Run 1, congestion heat map:
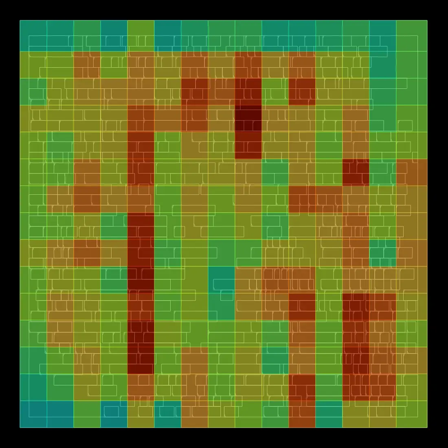
Run 1, register map, names as in the netlist:
(4 px per um)
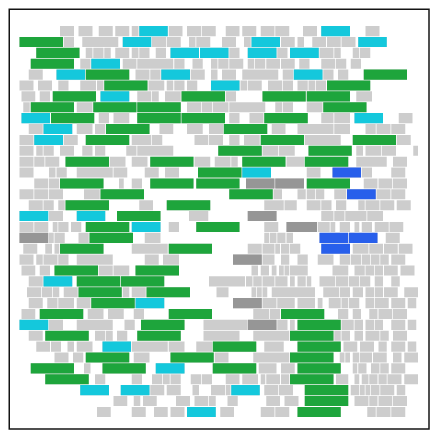
Run 1, cells by drive strength:
(4 px per um)
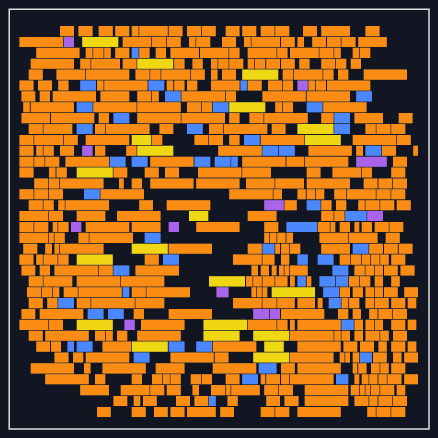
**config.mk**
```make
export PLATFORM = sky130hd
export DESIGN_NAME = rf_wb_arbiter
export DESIGN_NICKNAME = d
export VERILOG_FILES = /design/src/rtl/rf_wb_arbiter_pkg.sv /design/src/rtl/wb_fifo.sv /design/src/rtl/rf_wb_arbiter.sv
export SDC_FILE = /design/constraint.sdc
export NUM_CORES = 1
export LEC_CHECK = 0
export CORE_MARGIN = 2
export CORE_UTILIZATION = 51
export CTS_BUF_LIST = sky130_fd_sc_hd__clkbuf_4 sky130_fd_sc_hd__clkbuf_8 sky130_fd_sc_hd__clkbuf_16
export DETAILED_ROUTE_END_ITERATION = 10
export MAX_ROUTING_LAYER = met4
export PLACE_DENSITY = 0.94
export SYNTH_ARGS = -nofsm -noshare
export SYNTH_HDL_FRONTEND = slang
export SYNTH_HIERARCHICAL = 1
export SYNTH_SLANG_ARGS = --single-unit
```
**constraint.sdc**
```tcl
create_clock -name clk -period 7.2 [get_ports clk]
set_input_delay 1.8 -clock clk [delete_from_list [all_inputs] [get_ports clk]]
set_output_delay 1.8 -clock clk [all_outputs]
set_load 0.05 [all_outputs]
```
**src/rtl/rf_wb_arbiter_pkg.sv**
```systemverilog
// Shared register-file widths and the writeback request type used by the
// write-port arbiter and its B-side buffer.
package rf_wb_arbiter_pkg;

  localparam int REG_ADDR_W = 5;
  localparam int DATA_W     = 32;
  localparam int NUM_REGS   = 32;

  typedef struct packed {
    logic [REG_ADDR_W-1:0] rw;
    logic [DATA_W-1:0]     data;
  } wb_req_t;

endpackage

```
**src/rtl/wb_fifo.sv**
```systemverilog
// Synchronous FIFO of writeback requests. Every slot and its valid flag are
// exposed so the arbiter can build the pending-register scoreboard.
module wb_fifo
  import rf_wb_arbiter_pkg::*;
#(
  parameter int DEPTH = 2
) (
  input  logic                 clk,
  input  logic                 rst,
  input  logic                 push,
  input  wb_req_t              push_req,
  input  logic                 pop,
  output wb_req_t              head,
  output logic                 full,
  output logic                 empty,
  output logic [DEPTH-1:0]     entry_valid,
  output wb_req_t [DEPTH-1:0]  entries
);

  localparam int IDX_W = $clog2(DEPTH);

  wb_req_t          mem_q [DEPTH];
  logic [IDX_W:0]   wr_ptr_q, wr_ptr_d;
  logic [IDX_W:0]   rd_ptr_q, rd_ptr_d;
  logic [IDX_W:0]   count;
  logic             do_push, do_pop;

  // Pointers carry an extra wrap bit so full and empty are distinguishable.
  assign empty   = (wr_ptr_q == rd_ptr_q);
  assign full    = (wr_ptr_q[IDX_W-1:0] == rd_ptr_q[IDX_W-1:0]) &&
                   (wr_ptr_q[IDX_W] != rd_ptr_q[IDX_W]);
  assign do_push = push && !full;
  assign do_pop  = pop && !empty;
  assign count   = wr_ptr_q - rd_ptr_q;
  assign head    = mem_q[rd_ptr_q[IDX_W-1:0]];

  always_comb begin
    wr_ptr_d = wr_ptr_q;
    rd_ptr_d = rd_ptr_q;
    if (do_push) wr_ptr_d = wr_ptr_q + 1'b1;
    if (do_pop)  rd_ptr_d = rd_ptr_q + 1'b1;
  end

  always_ff @(posedge clk) begin
    if (rst) begin
      wr_ptr_q <= '0;
      rd_ptr_q <= '0;
    end else begin
      wr_ptr_q <= wr_ptr_d;
      rd_ptr_q <= rd_ptr_d;
    end
  end

  always_ff @(posedge clk) begin
    if (do_push) mem_q[wr_ptr_q[IDX_W-1:0]] <= push_req;
  end

  // A slot is live when its distance from the read index is below the count.
  for (genvar gi = 0; gi < DEPTH; gi++) begin : g_slot
    logic [IDX_W-1:0] offs;
    assign offs            = IDX_W'(gi) - rd_ptr_q[IDX_W-1:0];
    assign entry_valid[gi] = ({1'b0, offs} < count);
    assign entries[gi]     = mem_q[gi];
  end

endmodule

```
**src/rtl/rf_wb_arbiter.sv**
```systemverilog
// Register-file write-port arbiter: datapath writeback (A) has priority,
// buffered mul/div writebacks (B) are forced through after STARVE_LIMIT losses.
module rf_wb_arbiter
  import rf_wb_arbiter_pkg::*;
#(
  parameter int DEPTH        = 2,
  parameter int STARVE_LIMIT = 3
) (
  input  logic                  clk,
  input  logic                  rst,
  input  logic                  a_valid,
  output logic                  a_ready,
  input  logic [REG_ADDR_W-1:0] a_rw,
  input  logic [DATA_W-1:0]     a_data,
  input  logic                  b_valid,
  output logic                  b_ready,
  input  logic [REG_ADDR_W-1:0] b_rw,
  input  logic [DATA_W-1:0]     b_data,
  output logic                  regWr,
  output logic [REG_ADDR_W-1:0] Rw,
  output logic [DATA_W-1:0]     busW,
  output logic [NUM_REGS-1:0]   busy
);

  localparam int SW = $clog2(STARVE_LIMIT + 1);

  wb_req_t              head;
  wb_req_t [DEPTH-1:0]  entries;
  logic [DEPTH-1:0]     entry_valid;
  logic                 full, empty;
  logic                 force_b, grant_a, grant_b, push;

  logic [SW-1:0]         starve_q, starve_d;
  logic                  regwr_q, regwr_d;
  logic [REG_ADDR_W-1:0] rw_q, rw_d;
  logic [DATA_W-1:0]     busw_q, busw_d;

  wb_fifo #(.DEPTH(DEPTH)) u_fifo (
    .clk         (clk),
    .rst         (rst),
    .push        (push),
    .push_req    ('{rw: b_rw, data: b_data}),
    .pop         (grant_b),
    .head        (head),
    .full        (full),
    .empty       (empty),
    .entry_valid (entry_valid),
    .entries     (entries)
  );

  assign force_b = !empty && (starve_q == SW'(STARVE_LIMIT));
  assign a_ready = !force_b;
  assign b_ready = !full;
  assign grant_a = a_valid && !force_b;
  assign grant_b = !grant_a && !empty;
  // Writes to register 0 are accepted but never buffered or issued.
  assign push    = b_valid && b_ready && (b_rw != '0);

  always_comb begin
    starve_d = starve_q;
    regwr_d  = 1'b0;
    rw_d     = rw_q;
    busw_d   = busw_q;
    if (empty || grant_b)
      starve_d = '0;
    else if (starve_q != SW'(STARVE_LIMIT))
      starve_d = starve_q + 1'b1;
    if (grant_a && (a_rw != '0)) begin
      regwr_d = 1'b1;
      rw_d    = a_rw;
      busw_d  = a_data;
    end else if (grant_b) begin
      regwr_d = 1'b1;
      rw_d    = head.rw;
      busw_d  = head.data;
    end
  end

  always_ff @(posedge clk) begin
    if (rst) begin
      starve_q <= '0;
      regwr_q  <= 1'b0;
      rw_q     <= '0;
      busw_q   <= '0;
    end else begin
      starve_q <= starve_d;
      regwr_q  <= regwr_d;
      rw_q     <= rw_d;
      busw_q   <= busw_d;
    end
  end

  always_comb begin
    busy = '0;
    for (int i = 0; i < DEPTH; i++)
      if (entry_valid[i]) busy[entries[i].rw] = 1'b1;
    busy[0] = 1'b0;
  end

  assign regWr = regwr_q;
  assign Rw    = rw_q;
  assign busW  = busw_q;

endmodule
```
==> notes.md, run 1 <==
yosys + openroad results -> fraction of registers with async set or reset after synthesis=0%, TritonCTS clock tree=built, number of nets still failing antenna checks after routing=0, number of buffers and inverters on the critical path=1, GR Util met3=about 5.2%, worst-case vdd ir drop=0.2114 mV, starting utilization of the core area=a little over half, final weighted congestion of routability-driven global placement=0.9905, Net count, final=627, path length in cells of the critical path=6, dominant kind of combinational cell=AND-OR/OR-AND gates, share of synthesized cell area in and, or, nand and nor gates=about an eighth, number of cells on the worst hold path=1, worst endpoint data arrival time=around 3.2 ns, Post-Syn Area per Cell=12.80 sq um, Comb. pwr=0.000880 W, clock power share=29.9%, clock latency at the later pin of the worst-skew pair=around 0.51 ns, combinational cell area excluding buffers and inverters=between 1500 and 2000 sq um, highest-power group=registers, wire length of the first global-routing pass=about 21 mm, Synth area leaders=sky130_fd_sc_hd__edfxtp_1, sky130_fd_sc_hd__dfxtp_1, sky130_fd_sc_hd__mux2_2, Pwr Density=around 370 nW/um^2, number of global-route vias before repair=roughly 4100, setup repair after global routing missed its margin=no, Slew headroom=23.26%, portion of the clock cycle consumed by the worst path in the final layout=69.97%, TritonCTS Buffers=17, antenna violations before repair=0, Multiplexer share=under 10%, share of final-layout standard cells stronger than drive strength 1=between 15 and 20%, Die Width=104.6 um, number of design-rule violations left by the first detailed-router iteration=277, hold worst-path end=starve_q[0], yosys cell count=a little over 400, Worst Min Path Start=starve_q[0], class of the worst hold path=reg -> reg, number of primary I/O pins=150, worst flop-to-flop path endpoint=u_fifo/mem_q[1][2], final number of hold-violating endpoints=0, XORs/XNORs by Area=0.1698%, Switching Power=0.0009170 W, Slowest Stage Delay on Critical Path=0.83 ns, crit path time final=5.038 ns, crit path capture=busy[8], cell area after layout=7272 sq um, skew final=0.01011 ns, multi-input logic portion of the cell area=26.00%, fraction of cell area in non-clock buffers=20.51%, clock network contribution to total cell area=7.880%, adder and majority cell fraction of the synthesized area=0.9704%, capturing element type of the critical path=primary output, final-layout setup total negative slack=0 ns, required arrival time at the worst endpoint=5.40 ns, clock transition at the registers of the reported paths=about 0.05 ns, Least-Margin Pin Slew=about 1.2 ns, total met2 wirelength after detailed routing=between 7 and 8 mm, Total GRT Usage=25.00%, count of state elements after synthesis=roughly 120, clock root cell=sky130_fd_sc_hd__clkbuf_8, outcome=finished clean, power drawn by the clock network=0.000804 W, switching share of power=34.11%, length in cells of the worst reg-to-reg path=7, most common logic cells in the final layout=sky130_fd_sc_hd__clkdlybuf4s50_1, sky130_fd_sc_hd__edfxtp_1, sky130_fd_sc_hd__dfxtp_1, sky130_fd_sc_hd__nand3b_1, sky130_fd_sc_hd__mux2_2, Multi-input comb cells=250, Static Leakage=2.469 nW, Synthesis Warnings=6, clock buffer instance count of the final layout=23, number of antenna repair diodes=0, number of buffers between clock root and the deepest sink=2, Die Y=104.6 um, deepest level of the CTS H-tree=4, Chip Area, Yosys=5157 sq um, CTS Hold Buffers Added=0, startpoint type of the worst setup path=flip-flop, cell class contributing the biggest share of worst-path delay=buffers and inverters, First-pass DRT Iterations=5, count of warning messages emitted by the tools=27, maximum fanout encountered on the critical timing path=7, launch point of the worst path=u_fifo/rd_ptr_q[1], seq_cells=roughly 120, most common cell after layout, fill and taps aside=sky130_fd_sc_hd__clkdlybuf4s50_1, Final Slew Violations=0, floorplan core area=9774 sq um, buffers inserted by post-CTS timing repair=0, smallest setup slack after layout=2.162 ns, max_cap viols=0, cell accounting for the most synthesized area=sky130_fd_sc_hd__edfxtp_1, residual overflow from global routing=0, most common flop cell mapped by yosys=sky130_fd_sc_hd__edfxtp_1, internal power=0.001771 W, DP Cell Count=659, fillcell total=652, maximum clock frequency=slightly below 0.2 GHz, register-to-register setup slack=between 4 and 5 ns, Tapcells=133, compound-cell area share of the yosys netlist=14.19%, met1 GRT Util=28.39%, number of endpoints failing setup at the final stage=0, sequential power share=37.4%, largest net degree at the start of global routing=49, post-synth cell types=44, sum of net half-perimeters after detailed placement=8.511 mm, CP max-delay cell=sky130_fd_sc_hd__clkdlybuf4s50_1, cell area after placement=6699 sq um, total die area=10930 sq um, Placement Rows=36, Cell Chain, Critical Path=xnor2_1 -> ha_1 -> or2_2 -> or3b_2 -> o22ai_1 -> clkdlybuf4s50_1, part of the power in combinational logic=32.8%, Post-Syn Nets=slightly below 500, top cell type's share of synthesized area=a little over two fifths, Setup Slack @ Placement=2.730 ns, part of the Yosys area used for sequential elements=roughly three fifths, post-layout instance count excluding filler cells=approximately 690
About 'congestion heat map':
average routed wire per standard cell: 19.28 um
Final Util: 74.40%
GRT met2 Usage: 43.70%
peak-usage layer in the global routing report: met2

About 'register map, names as in the netlist':
Key: cyan = `busW` [placed flops 32, where widely spread]; blue = `Rw` [placed flops 5, where east]; green = `u_fifo/mem_q` [placed flops 74, where widely spread]
Another 8 sequential cells are not colored.
proportion of cell area occupied by registers: 42.96%
sequential cell area: 3124 sq um
power in sequential cells: 0.00100 W

About 'cells by drive strength':
Key: blue = x2 [cells 55]; orange = x1 and smaller [cells 470]; yellow = x6 and larger [cells 21]; purple = x3 and x4 [cells 12]
Repair and plain buffers: 150
growth of design area from synthesis to finish: 41.00%

==> run 1: through the flow <==
stage	power [W]	util [%]	hold slack [ns]
3_5_place_dp	0.001888	68.54	0.4410
4_1_cts	0.002702	74.40	0.4483
6_report	0.002688	74.40	0.4500
5_1_grt	0.002798	74.40	0.4620
3_3_place_gp	0.001847	68.54	0.4147
2_1_floorplan	0.001600	-	0.4064
==> run 1: state kept, by name, indices dropped and copies added (netlist names), named ones only <==
signal	cells
starve_q	2
Rw	5
busW	32
u_fifo/rd_ptr_q	2
u_fifo/mem_q	74
u_fifo/wr_ptr_q	2
regWr	1
==> run 1: synth_stat cells, types with 2 or more instances <==
library cell / instances
sky130_fd_sc_hd__a211oi_1: 3
sky130_fd_sc_hd__a21oi_1: 31
sky130_fd_sc_hd__a22oi_1: 33
sky130_fd_sc_hd__a31oi_1: 2
sky130_fd_sc_hd__buf_2: 8
sky130_fd_sc_hd__buf_6: 3
sky130_fd_sc_hd__clkbuf_1: 15
sky130_fd_sc_hd__dfxtp_1: 45
sky130_fd_sc_hd__edfxtp_1: 74
sky130_fd_sc_hd__ha_1: 4
sky130_fd_sc_hd__inv_1: 7
sky130_fd_sc_hd__mux2_2: 37
sky130_fd_sc_hd__mux2i_1: 5
sky130_fd_sc_hd__nand2_1: 6
sky130_fd_sc_hd__nand2b_1: 2
sky130_fd_sc_hd__nand3_1: 6
sky130_fd_sc_hd__nand3b_1: 39
sky130_fd_sc_hd__nand4_1: 3
sky130_fd_sc_hd__nor2_1: 14
sky130_fd_sc_hd__nor3b_1: 3
sky130_fd_sc_hd__o22ai_1: 31
sky130_fd_sc_hd__o2bb2ai_1: 4
sky130_fd_sc_hd__or3_1: 3
sky130_fd_sc_hd__or3b_2: 5
--- run 2 (diff from run 1) ---
--- a/config.mk
+++ b/config.mk
@@ -6,11 +6,11 @@
 export NUM_CORES = 1
 export LEC_CHECK = 0
 export CORE_MARGIN = 2
-export CORE_UTILIZATION = 51
+export CORE_UTILIZATION = 48
 export CTS_BUF_LIST = sky130_fd_sc_hd__clkbuf_4 sky130_fd_sc_hd__clkbuf_8 sky130_fd_sc_hd__clkbuf_16
 export DETAILED_ROUTE_END_ITERATION = 10
 export MAX_ROUTING_LAYER = met4
-export PLACE_DENSITY = 0.94
+export PLACE_DENSITY = 0.9
 export SYNTH_ARGS = -nofsm -noshare
 export SYNTH_HDL_FRONTEND = slang
 export SYNTH_HIERARCHICAL = 1
==> constraint.sdc (replaced) <==
create_clock -name clk -period 5.1 [get_ports clk]
set_input_delay 1.275 -clock clk [delete_from_list [all_inputs] [get_ports clk]]
set_output_delay 1.275 -clock clk [all_outputs]
set_load 0.05 [all_outputs]
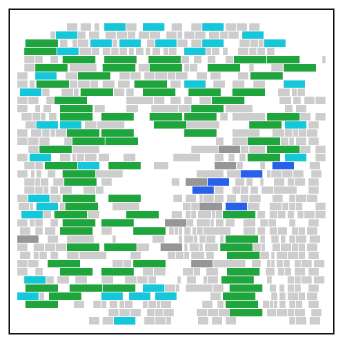
Run 2: register map, names as in the netlist
(3 px per um)
Key: cyan = `busW` [placed flops 32, where widely spread]; green = `u_fifo/mem_q` [placed flops 74, where widely spread]; blue = `Rw` [placed flops 5]
Another 8 sequential cells are not colored.

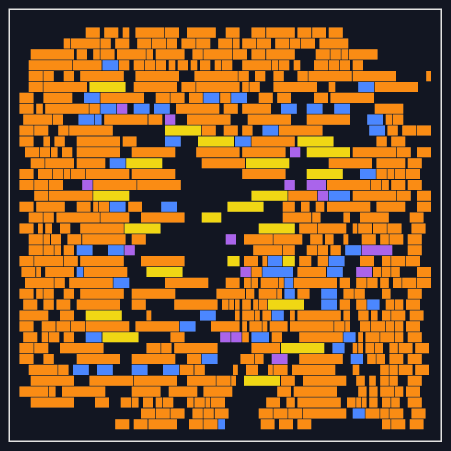
Run 2: cells by drive strength
(4 px per um)
Key: orange = x1 and smaller [cells 471]; yellow = x6 and larger [cells 22]; purple = x3 and x4 [cells 15]; blue = x2 [cells 52]
Repair and plain buffers: 152
cell area after layout: 7306 sq um
smallest setup slack after layout: 0.6158 ns
growth of design area from synthesis to finish: 41.65%

==> notes.md, run 2 <==
yosys + openroad results -> Pwr Density=around 520 nW/um^2, largest net degree at the start of global routing=49, final weighted congestion of routability-driven global placement=just under 0.9, most common cell after layout, fill and taps aside=sky130_fd_sc_hd__clkdlybuf4s50_1, wire length of the first global-routing pass=19.35 mm, Static Leakage=2.469 nW, overall power after layout=~0.0038 W, starting utilization of the core area=49.73%, tightest hold margin=about 0.43 ns, number of primary I/O pins=~150, number of nets still failing antenna checks after routing=0, Post-Syn Area per Cell=12.80 sq um, proportion of cell area occupied by registers=42.76%, clock network contribution to total cell area=8.049%, fraction of registers with async set or reset after synthesis=0%, Chip Area, Yosys=5157 sq um, top cells by instance count after synthesis=sky130_fd_sc_hd__edfxtp_1, sky130_fd_sc_hd__dfxtp_1, sky130_fd_sc_hd__nand3b_1, setup repair after global routing missed its margin=no, sum of net half-perimeters after detailed placement=8.525 mm, deepest level of the CTS H-tree=4, met1 GRT Util=between 20 and 25%, average routed wire per standard cell=about 18 um, most common logic cells in the final layout=sky130_fd_sc_hd__clkdlybuf4s50_1, sky130_fd_sc_hd__edfxtp_1, sky130_fd_sc_hd__dfxtp_1, sky130_fd_sc_hd__nand3b_1, sky130_fd_sc_hd__mux2_2, combinational cell area excluding buffers and inverters=roughly 1900 sq um, residual overflow from global routing=0, flip-flop count of the largest register after layout=74, floorplan core area=10370 sq um, number of antenna repair diodes=0, TritonCTS Buffers=17, sequential cell area=about 3100 sq um, total die area=11590 sq um, buffers inserted by post-CTS timing repair=0, Final Slew Violations=0, number of global-route vias before repair=4039, clock latency at the later pin of the worst-skew pair=0.50 ns, share of final-layout standard cells stronger than drive strength 1=15.89%, maximum fanout encountered on the critical timing path=7, Slowest Stage Delay on Critical Path=0.84 ns, skew final=0.01173 ns, count of warning messages emitted by the tools=27, Die Y=107.7 um, clock transition at the registers of the reported paths=0.06 ns, Placement Rows=37, Slew headroom=21.14%, worst-case vdd ir drop=0.2686 mV, seq_cells=119, total met2 wirelength after detailed routing=about 6.5 mm, Total GRT Usage=a little over a fifth, Least-Margin Pin Slew=1.183 ns, final number of hold-violating endpoints=0, GRT met2 Usage=38.68%, DP Cell Count=664, outcome=finished clean, post-synth cell types=44, capturing element type of the critical path=primary output, worst endpoint data arrival time=3.21 ns, peak-usage layer in the global routing report=met2, post-layout instance count excluding filler cells=696, CTS Hold Buffers Added=0, fillcell total=727, Final Util=70.45%, TritonCTS clock tree=built, class of the worst hold path=reg -> reg, count of state elements after synthesis=approximately 120, number of endpoints failing setup at the final stage=0, most common flop cell mapped by yosys=sky130_fd_sc_hd__edfxtp_1, crit path time final=4.484 ns, Net count, final=~630, final-layout setup total negative slack=0 ns, GR Util met3=between 5 and 6%, Port Buffers=148, Die Width=107.7 um, antenna violations before repair=0, cells after synthesis=403, Synth area leaders=sky130_fd_sc_hd__edfxtp_1, sky130_fd_sc_hd__dfxtp_1, sky130_fd_sc_hd__mux2_2, number of buffers between clock root and the deepest sink=2, required arrival time at the worst endpoint=3.83 ns, Post-Syn Nets=just under 500, number of design-rule violations left by the first detailed-router iteration=288, part of the Yosys area used for sequential elements=60.55%, Cell Chain, Critical Path=xnor2_1 -> ha_1 -> or2_2 -> or3b_2 -> o22ai_1 -> clkdlybuf4s50_1, clock root cell=sky130_fd_sc_hd__clkbuf_8, portion of the clock cycle consumed by the worst path in the final layout=between 80% and 90%, cell accounting for the most synthesized area=sky130_fd_sc_hd__edfxtp_1, clock buffer instance count of the final layout=20, First-pass DRT Iterations=5
run 2: cell count changes in the layout (fill, tap and decap cells not counted), sizes merged:
| cell | previous run | this run |
|---|---|---|
| inv | 7 | 9 |
| clkinv | 6 | 3 |
| buf | 3 | 5 |
| bufinv | 2 | 3 |
| clkinvlp | 1 | 4 |
| clkbuf | 23 | 20 |
run 2: stage by stage:
stage | worst slack [ns] | instance area (sq um)
global route | 0.4061 | 7306
detailed placement | 1.141 | 6718
CTS | 0.5828 | 7306
global placement | 1.249 | 6718
finish | 0.6158 | 7306
floorplan | 0.01282 | 5157
run 2: report_power, final:
group | switching (W) | internal [W]
clock | 0.000413 | 0.000759
sequential | 0.000131 | 0.00128
combinational | 0.000754 | 0.000487
total | 0.00130 | 0.00253
run 2: worst max-delay path: cells and delay by family (launching register included):
family | cells | cell delay (ns)
DFF | 1 | 0.34
adders and majority gates | 1 | 0.22
buffers and inverters | 1 | 0.84
xor gates and xnor gates | 1 | 0.43
and+or+nand+nor | 2 | 0.68
AOI/OAI and AO/OA | 1 | 0.20
run 2: path summary, 6_finish.rpt:
path                 startpoint     endpoint  slack, ns  depth (start not counted)
min                 starve_q[0]  starve_q[0]       0.43                          1
min reg2reg         starve_q[0]  starve_q[0]       0.43                          1
max          u_fifo/rd_ptr_q[1]      busy[8]       0.62                          6
max reg2reg  u_fifo/wr_ptr_q[0]        Rw[2]       1.95                          7
run 2: cells by family after synthesis:
group / after synthesis / share of synthesized area (%)
AND-OR/OR-AND: 109 / 14.19
XOR/XNOR: 1 / 0.1699
adder cells (fa/ha/maj): 4 / 0.9704
AND/OR/NAND/NOR: 93 / 11.81
multiplexers: 42 / 9.049
flip-flops: 119 / 60.55
other: 1 / 0.07271
buffers and inverters: 34 / 3.178
Power and IR drop assume default switching activity.
